<file path="src/rtl/gpio_bus_arbiter.sv">
// Two-master round-robin arbiter for the GPIO peripheral port.
// Registered grants, optional lock bounded by a hold limit.
module gpio_bus_arbiter #(
  parameter int ADDR_W   = 32,
  parameter int DATA_W   = 32,
  parameter int MAX_HOLD = 8
) (
  input  logic              clk,
  input  logic              rst,
  input  logic              m0_req_i,
  input  logic              m1_req_i,
  input  logic              m0_lock_i,
  input  logic              m1_lock_i,
  input  logic              m0_we_i,
  input  logic              m1_we_i,
  input  logic [ADDR_W-1:0] m0_addr_i,
  input  logic [ADDR_W-1:0] m1_addr_i,
  input  logic [DATA_W-1:0] m0_data_i,
  input  logic [DATA_W-1:0] m1_data_i,
  output logic              m0_gnt_o,
  output logic              m1_gnt_o,
  output logic [DATA_W-1:0] m0_data_o,
  output logic [DATA_W-1:0] m1_data_o,
  output logic              s_we_o,
  output logic [ADDR_W-1:0] s_addr_o,
  output logic [DATA_W-1:0] s_data_o,
  input  logic [DATA_W-1:0] s_data_i
);

  localparam int HW = (MAX_HOLD > 1) ? $clog2(MAX_HOLD) : 1;
  localparam logic [HW-1:0] HOLD_MAX = HW'(MAX_HOLD - 1);

  typedef enum logic [1:0] {
    IDLE,
    OWN0,
    OWN1
  } owner_e;

  owner_e          owner_q, owner_d;
  logic            last_q, last_d;
  logic [HW-1:0]   hold_q, hold_d;
  logic            own_req, own_lock, oth_req, keep;
  logic            xfer0, xfer1;

  always_ff @(posedge clk or posedge rst) begin
    if (rst) begin
      owner_q <= IDLE;
      last_q  <= 1'b1;
      hold_q  <= '0;
    end else begin
      owner_q <= owner_d;
      last_q  <= last_d;
      hold_q  <= hold_d;
    end
  end

  always_comb begin
    own_req  = 1'b0;
    own_lock = 1'b0;
    oth_req  = 1'b0;
    unique case (owner_q)
      OWN0: begin
        own_req  = m0_req_i;
        own_lock = m0_lock_i;
        oth_req  = m1_req_i;
      end
      OWN1: begin
        own_req  = m1_req_i;
        own_lock = m1_lock_i;
        oth_req  = m0_req_i;
      end
      default: ;
    endcase

    keep = own_req & own_lock
         & (~oth_req | (hold_q < HOLD_MAX));

    owner_d = IDLE;
    if (keep)
      owner_d = owner_q;
    else if (m0_req_i && m1_req_i)
      owner_d = last_q ? OWN0 : OWN1;
    else if (m0_req_i)
      owner_d = OWN0;
    else if (m1_req_i)
      owner_d = OWN1;

    last_d = last_q;
    if (owner_d == OWN0)
      last_d = 1'b0;
    else if (owner_d == OWN1)
      last_d = 1'b1;

    // Count only locked cycles that actually block a waiting master.
    hold_d = '0;
    if (owner_q != IDLE && owner_d == owner_q
        && own_lock && oth_req)
      hold_d = (hold_q == HOLD_MAX) ? hold_q
                                    : hold_q + 1'b1;
  end

  assign m0_gnt_o = (owner_q == OWN0);
  assign m1_gnt_o = (owner_q == OWN1);

  assign xfer0 = m0_gnt_o & m0_req_i;
  assign xfer1 = m1_gnt_o & m1_req_i;

  assign s_we_o   = (xfer0 & m0_we_i) | (xfer1 & m1_we_i);
  assign s_addr_o = xfer0 ? m0_addr_i
                  : xfer1 ? m1_addr_i : '0;
  assign s_data_o = xfer0 ? m0_data_i
                  : xfer1 ? m1_data_i : '0;

  assign m0_data_o = m0_gnt_o ? s_data_i : '0;
  assign m1_data_o = m1_gnt_o ? s_data_i : '0;

endmodule

</file>
<file path="config.mk">
export PLATFORM = sky130hd
export DESIGN_NAME = gpio_bus_arbiter
export DESIGN_NICKNAME = d
export VERILOG_FILES = /design/src/rtl/gpio_bus_arbiter.sv
export SDC_FILE = /design/constraint.sdc
export NUM_CORES = 1
export LEC_CHECK = 0
export ABC_AREA = 1
export CAP_MARGIN = 10
export CORE_AREA = 2 2 115 117
export CTS_CLUSTER_SIZE = 10
export DETAILED_ROUTE_END_ITERATION = 12
export DIE_AREA = 0 0 117 119
export GPL_TIMING_DRIVEN = 0
export PLACE_DENSITY = 0.66
export SYNTH_ARGS = -nofsm -noshare
export SYNTH_HDL_FRONTEND = slang
export SYNTH_SLANG_ARGS = --single-unit
</file>
<file path="constraint.sdc">
create_clock -name clk -period 2 [get_ports clk]
set_clock_uncertainty 0.05 [all_clocks]
set_input_delay 0.2 -clock clk [delete_from_list [all_inputs] [get_ports clk]]
set_output_delay 0.2 -clock clk [all_outputs]
set_load 0.03 [all_outputs]
</file>
==> impl_metrics.toml, run 1 <==
# physical design summary
[clock_tree]
post_cts_sizing = 640
cts-buffers-inserted = 3
worst_setup_hold_path_clk_slew_ns = 0.03
cts.repair_timing.setup_buffer_count = 8
clockBufferDepth = 2
hold_buffers = 0
tritoncts_num_sinks = 6
clkLatencyLatePin_ns = 0.23

[logic_synthesis]
ys_ff = 6
synthAdderAreaFrac_pct = 3.97
yosys.area_share.simple_pct = 45.8
synthMostInstantiatedCell = "nand2_1"
synthesized_netlist_net_count = 583
yosysTopAreaCellShare_pct = 28.0
synth.cell_area_sq_um = 1890
post_synth_ao_oa_area_fraction_pct = 18.8
ys_cells = 409
synth_seq_share_pct = 8.00
yosys-mux-area-fraction_pct = 1.06
top_cells_by_area = "nand2_1 (28%), a21oi_1 (17%), inv_1 (14%)"
yosys_warning_tally = 0
number_of_enable_type_register_cells_in_the_synthesized_netlist = 0
ys_area_sq_um = 1890
synth.top_cells.by_count = "nand2_1 (141), inv_1 (72), a21oi_1 (66), nor2_1 (66), buf_2 (17)"
cell_type_with_the_highest_aggregate_area_in_the_netlist = "nand2_1"
synthCells = 409
synthDistinctLibCells = 21
syn-mean-instance-area_sq_um = 4.63
netlist_logic_family_top = "simple AND/OR/NAND/NOR gates"

[sta]
unrepaired_setup_endpoints_after_global_routing = "yes"
setup_total_negative_slack_ns = -0.0141
worst_slack_ns = -0.00905
finalSetupViolCount = 3
max_slew_margin_pct = 77.3
worst-slew-pin-transition_ns = 0.339
post-route-period-util_pct = 100
layout_min_cycle_time_ns = 2.01
max_freq_mhz = 498
finalMaxSlewViolations = 0

[setup_path]
critical_path.endpoint_type = "output pin"
reg2reg_to = "last_q"
crit_path_max_fanout = 10
worst_r2r_startpoint = "owner_q[0]"
worst_r2r_path_depth = 11
startpoint_type = "register"
cp-startpoint = "owner_q[0]"
setup_slack_on_the_worst_flop_to_flop_path_ns = 0.01
worst_ep_required_time_ns = 1.75
worst_setup_path_endpoint = "s_addr_o[20]"
critPathArrivalTime_ns = 1.76
timing_worst_setup_path_type = "reg2out"

[final_layout]
finish.net_count = 901
final_layout_top_logic_cell = "clkdlybuf4s50_1"
layout_cell_share_with_drive_strength_beyond_1_pct = 43.9
regArea_sq_um = 153
post_layout_instance_count_excluding_filler_cells = 902
layout-area-overhead-vs-synth_pct = 231
most-common-layout-cells = "clkdlybuf4s50_1 (168), nand2_1 (107), inv_1 (69)"
antenna-diode-count = 0

[global_route]
grt_overflow = 0
grt_pass1_vias = 3580
grt_antenna_before_repair = 1
grt_pass1_wl_um = 18700

[placement]
gpl.final_weighted_congestion = 0.803
numPlacedInstances = 883
numPortBuffers = 298
hpwl_reported_at_the_end_of_detailed_placement_um = 10300

[route]
drt_via_density = 4.07
dr.first_iter.drc_count = 92
drt_drc_violations_left = 0
routed_wirelength_um = 13200
dr.pass1.iters = 4

[job]
max_cap_violations = 0
warning_count = 31

[power]
vdd_drop_max_mv = 0.470
cellPowerDensity_nw_per_um2 = 622
static-leakage-power_nw = 3.08

[die]
chipArea_sq_um = 13900
initial_core_util_pct = 14.7
number_of_top_level_pins = 299
die_w_um = 117
row_count = 42

[hold_path]
timing.hold.worst.class = "in2async"

[run_status]
violations = "negative setup slack"
run_status = "finished with violations"
## run 1: critical path: stages, from the launching register on
cell and delay (ns):
dfrtp_1 0.40, buf_6 0.14, ha_4 0.18, nand2_2 0.12
buf_12 0.18, buf_8 0.15, nor2_1 0.05, a21oi_2 0.14
buf_6 0.15
## run 1: per-stage QoR
| step | hold slack, ns | instance area, sq um | utilization (%) | power [mW] | setup slack, ns |
|---|---|---|---|---|---|
| floorplan | -0.0598 | 2390 | - | 1.88 | -0.0303 |
| global placement | 0.370 | 5590 | 43.4 | 3.19 | -0.921 |
| detailed placement | 0.374 | 5590 | 43.4 | 3.19 | -0.961 |
| CTS | 0.133 | 6070 | 47.2 | 3.72 | -0.0349 |
| global route | 0.185 | 6260 | 48.6 | 4.10 | -0.112 |
| finish | 0.132 | 6260 | 48.6 | 3.89 | -0.00905 |
## run 1: layout make-up
| type | count | area share, % |
|---|---|---|
| sequential | 6 | 2.44 |
| timing repair buffer | 315 | 48.8 |
| buffer | 27 | 6.56 |
| clock buffer | 4 | 1.26 |
| multi-input combinational | 300 | 32.9 |
| tap | 176 | 3.52 |
| inverter | 74 | 4.52 |
## run 1: power by group
part	internal, mW	switching [mW]	leakage, nW
logic	1.52	1.87	2.96
registers	0.151	0.0226	0.0759
clock network	0.264	0.0645	0.0382
total	1.93	1.96	3.08
## run 1: routing by layer
layer / GRT usage, % / wire [um] / up-vias
met3: 5.60 / 1490 / 10
li1: - / - / 1853
met2: 32.1 / 6720 / 187
met5: 0 / 13 / -
met1: 18.4 / 4910 / 1622
met4: 1.76 / 101 / 2
## run 1: sequential cells by signal (all words and copies together) (netlist names)
signal / cells
hold_q: 3
last_q: 1
owner_q: 2
Figure 1. Zoomed window (run 1).
Bar = 20 um. Region (4, 5) to (54, 55) um. Cells in gray, sequential cells in the stronger gray; small squares are vias.
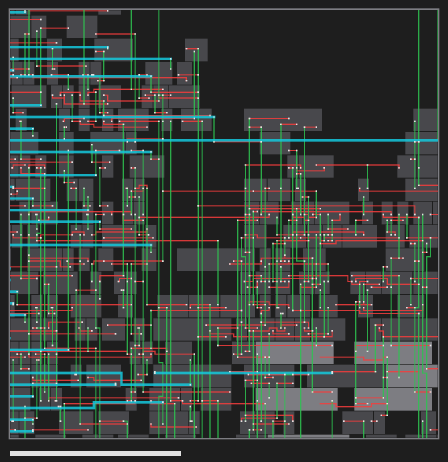
legend:
  met2:
    color: green
  met3:
    color: cyan
  met1:
    color: red
cells with their middle in the window: 177
netlist names of flops here include: hold_q (3), owner_q (2)
sequential cells in the window: 5
most frequent: nand2_1 (41), inv_1 (30), clkdlybuf4s50_1 (15)

Figure 2. Sequential cells grouped by signal name (run 1).
Other sequential cells in the stronger gray, the rest of the logic in the fainter gray.
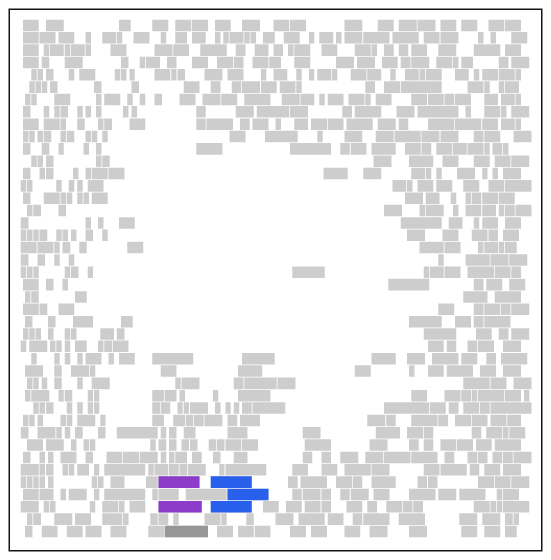
legend:
  hold_q:
    color: blue
    flops: 3
  owner_q:
    color: purple
    flops: 2
not colored: 1

Figure 3. Cell classes on the final placement (run 1).
Fill, decap, tap and diode cells in gray.
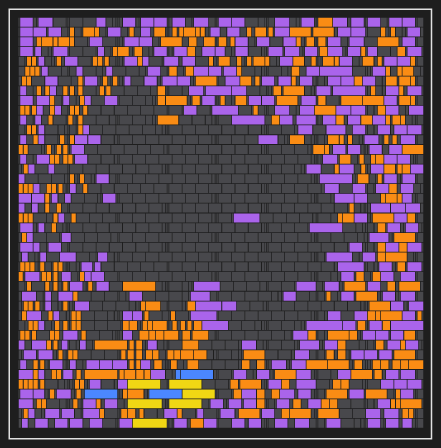
legend:
  other buffers and delay cells:
    color: purple
    cells: 342
    share_of_their_area: 57%
  clock drivers and dummy loads:
    color: blue
    cells: 4
    share_of_their_area: 1.3%
  flip-flops:
    color: yellow
    cells: 6
    share_of_their_area: 2.5%
  all other logic:
    color: orange
    cells: 374
    share_of_their_area: 39%

## Run 2: what changed since run 1
==> constraint.sdc (replaced) <==
create_clock -name clk -period 2 [get_ports clk]
set_clock_uncertainty 0.05 [all_clocks]
set_input_delay 0.4 -clock clk [delete_from_list [all_inputs] [get_ports clk]]
set_output_delay 0.4 -clock clk [all_outputs]
set_load 0.03 [all_outputs]
Figure 4. Wiring heat map (run 2).
Bar = 20 um. 23 x 24 tiles, from black (low) to pale yellow (high), scaled to the fullest tile. Values are wire area over tile area, all layers added.
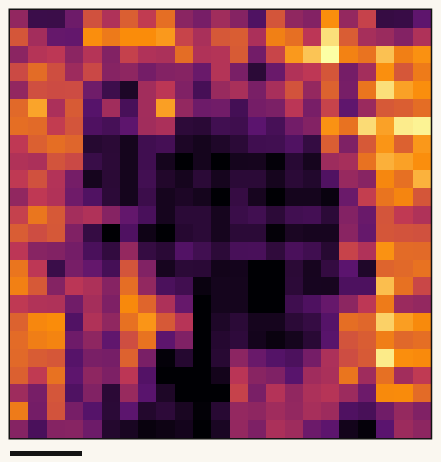
mean over tiles: 0.17
emptiest ninth of the die: center
nearly empty tiles: 5.1%
tiles over half the peak: 30%
densest ninth of the die: north-east
fullest tile: 0.46

Figure 5. Cell classes on the final placement (run 2).
Fill, decap, tap and diode cells in gray.
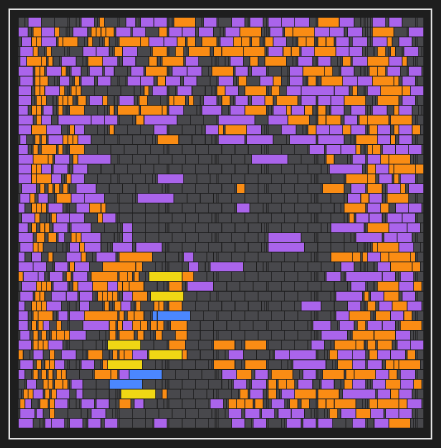
legend:
  all other logic:
    color: orange
    cells: 374
    share_of_their_area: 40%
  other buffers and delay cells:
    color: purple
    cells: 361
    share_of_their_area: 57%
  flip-flops:
    color: yellow
    cells: 6
    share_of_their_area: 2.2%
  clock drivers and dummy loads:
    color: blue
    cells: 4
    share_of_their_area: 1.1%

==> run 2 against run 1 <==
The flow still finishes with violations (negative setup slack). First-iteration DRC count down 6.5%. Clock power about the same. Count of clock-buffer cells in the layout did not move. Worst setup slack worse by 0.23 ns. Sequential cell count did not move. Largest power group unchanged.
==> impl_metrics.toml, run 2 <==
# physical design summary
[run_status]
run_status = "finished with violations"
violations = "negative setup slack"

[power]
seq_power_share_pct = 3.8
clockPowerShare_pct = 7.3
sw_frac_of_total_pct = 48.3
netSwitchingPower_mw = 2.19
static-leakage-power_nw = 3.41
comb_power_share_pct = 88.9
cellPowerDensity_nw_per_um2 = 625

[placement]
hpwl_reported_at_the_end_of_detailed_placement_um = 10800
gpl.final_weighted_congestion = 0.831
postPlaceCellArea_sq_um = 5880
numPlacedInstances = 883

[global_route]
grt_antenna_before_repair = 0
grt_pass1_wl_um = 20500
grt_overflow = 0

[job]
warning_count = 31
max_cap_violations = 0

[sta]
worst_slack_ns = -0.236
worst-slew-pin-transition_ns = 0.340
finalSetupViolCount = 86
finalMaxSlewViolations = 0
post-route-period-util_pct = 112
final.hold.worst_slack_ns = 0.352
unrepaired_setup_endpoints_after_global_routing = "yes"
max_slew_margin_pct = 77.3
layout_min_cycle_time_ns = 2.24

[logic_synthesis]
ys_ff = 6
yosys-mux-area-fraction_pct = 1.06
synthAdderAreaFrac_pct = 3.97
synthCells = 409
synthDistinctLibCells = 21
synth_seq_share_pct = 8.00
yosysTopAreaCellShare_pct = 28.0
synth.top_cells.by_count = "nand2_1 (141), inv_1 (72), a21oi_1 (66), nor2_1 (66), buf_2 (17)"
post_synth_ao_oa_area_fraction_pct = 18.8
top_cells_by_area = "nand2_1 (28%), a21oi_1 (17%), inv_1 (14%)"
synthMostInstantiatedCell = "nand2_1"
synth.cell_area_sq_um = 1890
ys_cells = 409
syn-mean-instance-area_sq_um = 4.63
cell_type_with_the_highest_aggregate_area_in_the_netlist = "nand2_1"
number_of_enable_type_register_cells_in_the_synthesized_netlist = 0
ys_area_sq_um = 1890
yosys_warning_tally = 0
netlist_logic_family_top = "simple AND/OR/NAND/NOR gates"

[die]
number_of_top_level_pins = 299
initial_core_util_pct = 14.7
row_count = 42
die_w_um = 117
chipArea_sq_um = 13900

[clock_tree]
clkLatencyLatePin_ns = 0.23
worst_setup_hold_path_clk_slew_ns = 0.04
clockBufferDepth = 2
hold_buffers = 0
tritoncts_num_sinks = 6
cts-buffers-inserted = 3

[setup_path]
worst_ep_required_time_ns = 1.55
startpoint_type = "register"
worstPathCellList = "buf_6, ha_4, buf_8, nand2_8, buf_12, buf_12, nor2_2, a21oi_4, buf_6"
critical_path.endpoint_type = "output pin"
timing_worst_setup_path_type = "reg2out"
worst_path_largest_cell_delay_ns = 0.39
path_delay_family = "buffers and inverters"
critical_path_cell_count = 9
worst_path_bufs_invs = 5
critPathArrivalTime_ns = 1.79

[route]
drt_drc_violations_left = 0
route.layer.met1.wl_um = 5000
route.met2.wl_um = 7820
drt_via_density = 4.19
dr.first_iter.drc_count = 86
wl_met3_um = 1470
topRoutingLayerUsed = "met4"
routed_wirelength_um = 14500
dr.pass1.iters = 4

[final_layout]
post_layout_instance_count_excluding_filler_cells = 921
layout_cell_share_with_drive_strength_beyond_1_pct = 56.0
finish.net_count = 920
postLayoutCellArea_sq_um = 7250
registers.top_by_ff_count = "hold_q"
most-common-layout-cells = "clkdlybuf4s50_1 (165), buf_6 (104), nand2_1 (77)"
number_of_flip_flops_under_the_largest_register_name = 3
layout-area-overhead-vs-synth_pct = 283
antenna-diode-count = 0
final_layout_top_logic_cell = "clkdlybuf4s50_1"
final_core_utilization_pct = 56.3
largestRegisters = "hold_q x3, owner_q x2, last_q x1"
==> run 2: cell types whose count changed in the layout (fill, tap and decap cells not counted), sizes merged <==
cell and change:
buf +70, clkbuf -34, clkdlybuf4s50 -3, clkdlybuf4s15 -13
dlygate4sd2 -1
==> run 2: final timing paths <==
kind                                 start  slack, ns      endpoint
worst max-delay path            owner_q[0]      -0.24  s_data_o[24]
worst min-delay path                   rst       0.35     hold_q[1]
worst max register to register  owner_q[0]      -0.20        last_q
worst min register to register      last_q       0.43        last_q
max in group asynchronous              rst       1.29        last_q
min in group clk                    last_q       0.43        last_q
==> run 2: cell type report <==
class	count	area, sq um
Buffer	29	524
Clock buffer	4	78.8
Fill cell	1147	5620
Inverter	74	285
Multi-Input combinational cell	300	2510
Sequential cell	6	153
Tap cell	176	220
Timing Repair Buffer	332	3470
==> run 2: timing repair <==
| item | CTS | global route |
|---|---|---|
| buffers inserted | 10 | 10 |
| cloned | 7 | 8 |
| gates resized | 797 | 358 |
| endpoints found under the setup margin | 132 | 132 |
| pin swaps | 4 | 16 |
==> run 2: per-layer routing <==
metal	up-vias	GRT usage (%)
met3	14	5.04
met2	194	35.3
met1	1757	19.5
li1	1893	-
met4	0	2.94
met5	-	0
==> run 2: per-stage QoR <==
| stage | total power, mW | worst slack, ns |
|---|---|---|
| final | 4.53 | -0.236 |
| after CTS | 4.13 | -0.246 |
| after global placement | 3.31 | -1.02 |
| after floorplan | 2.02 | -0.0336 |
| after global routing | 4.75 | -0.289 |
| after detailed placement | 3.33 | -0.983 |
==> run 2: power by group through the flow <==
stage	clock network, mW	registers [mW]	logic, mW
floorplan	0	0.168	1.85
global placement	0	0.174	3.14
detailed placement	0	0.175	3.15
CTS	0.337	0.171	3.62
global route	0.345	0.175	4.23
finish	0.332	0.171	4.03
Power figures rest on the tool's default switching activity, not on a simulated workload.
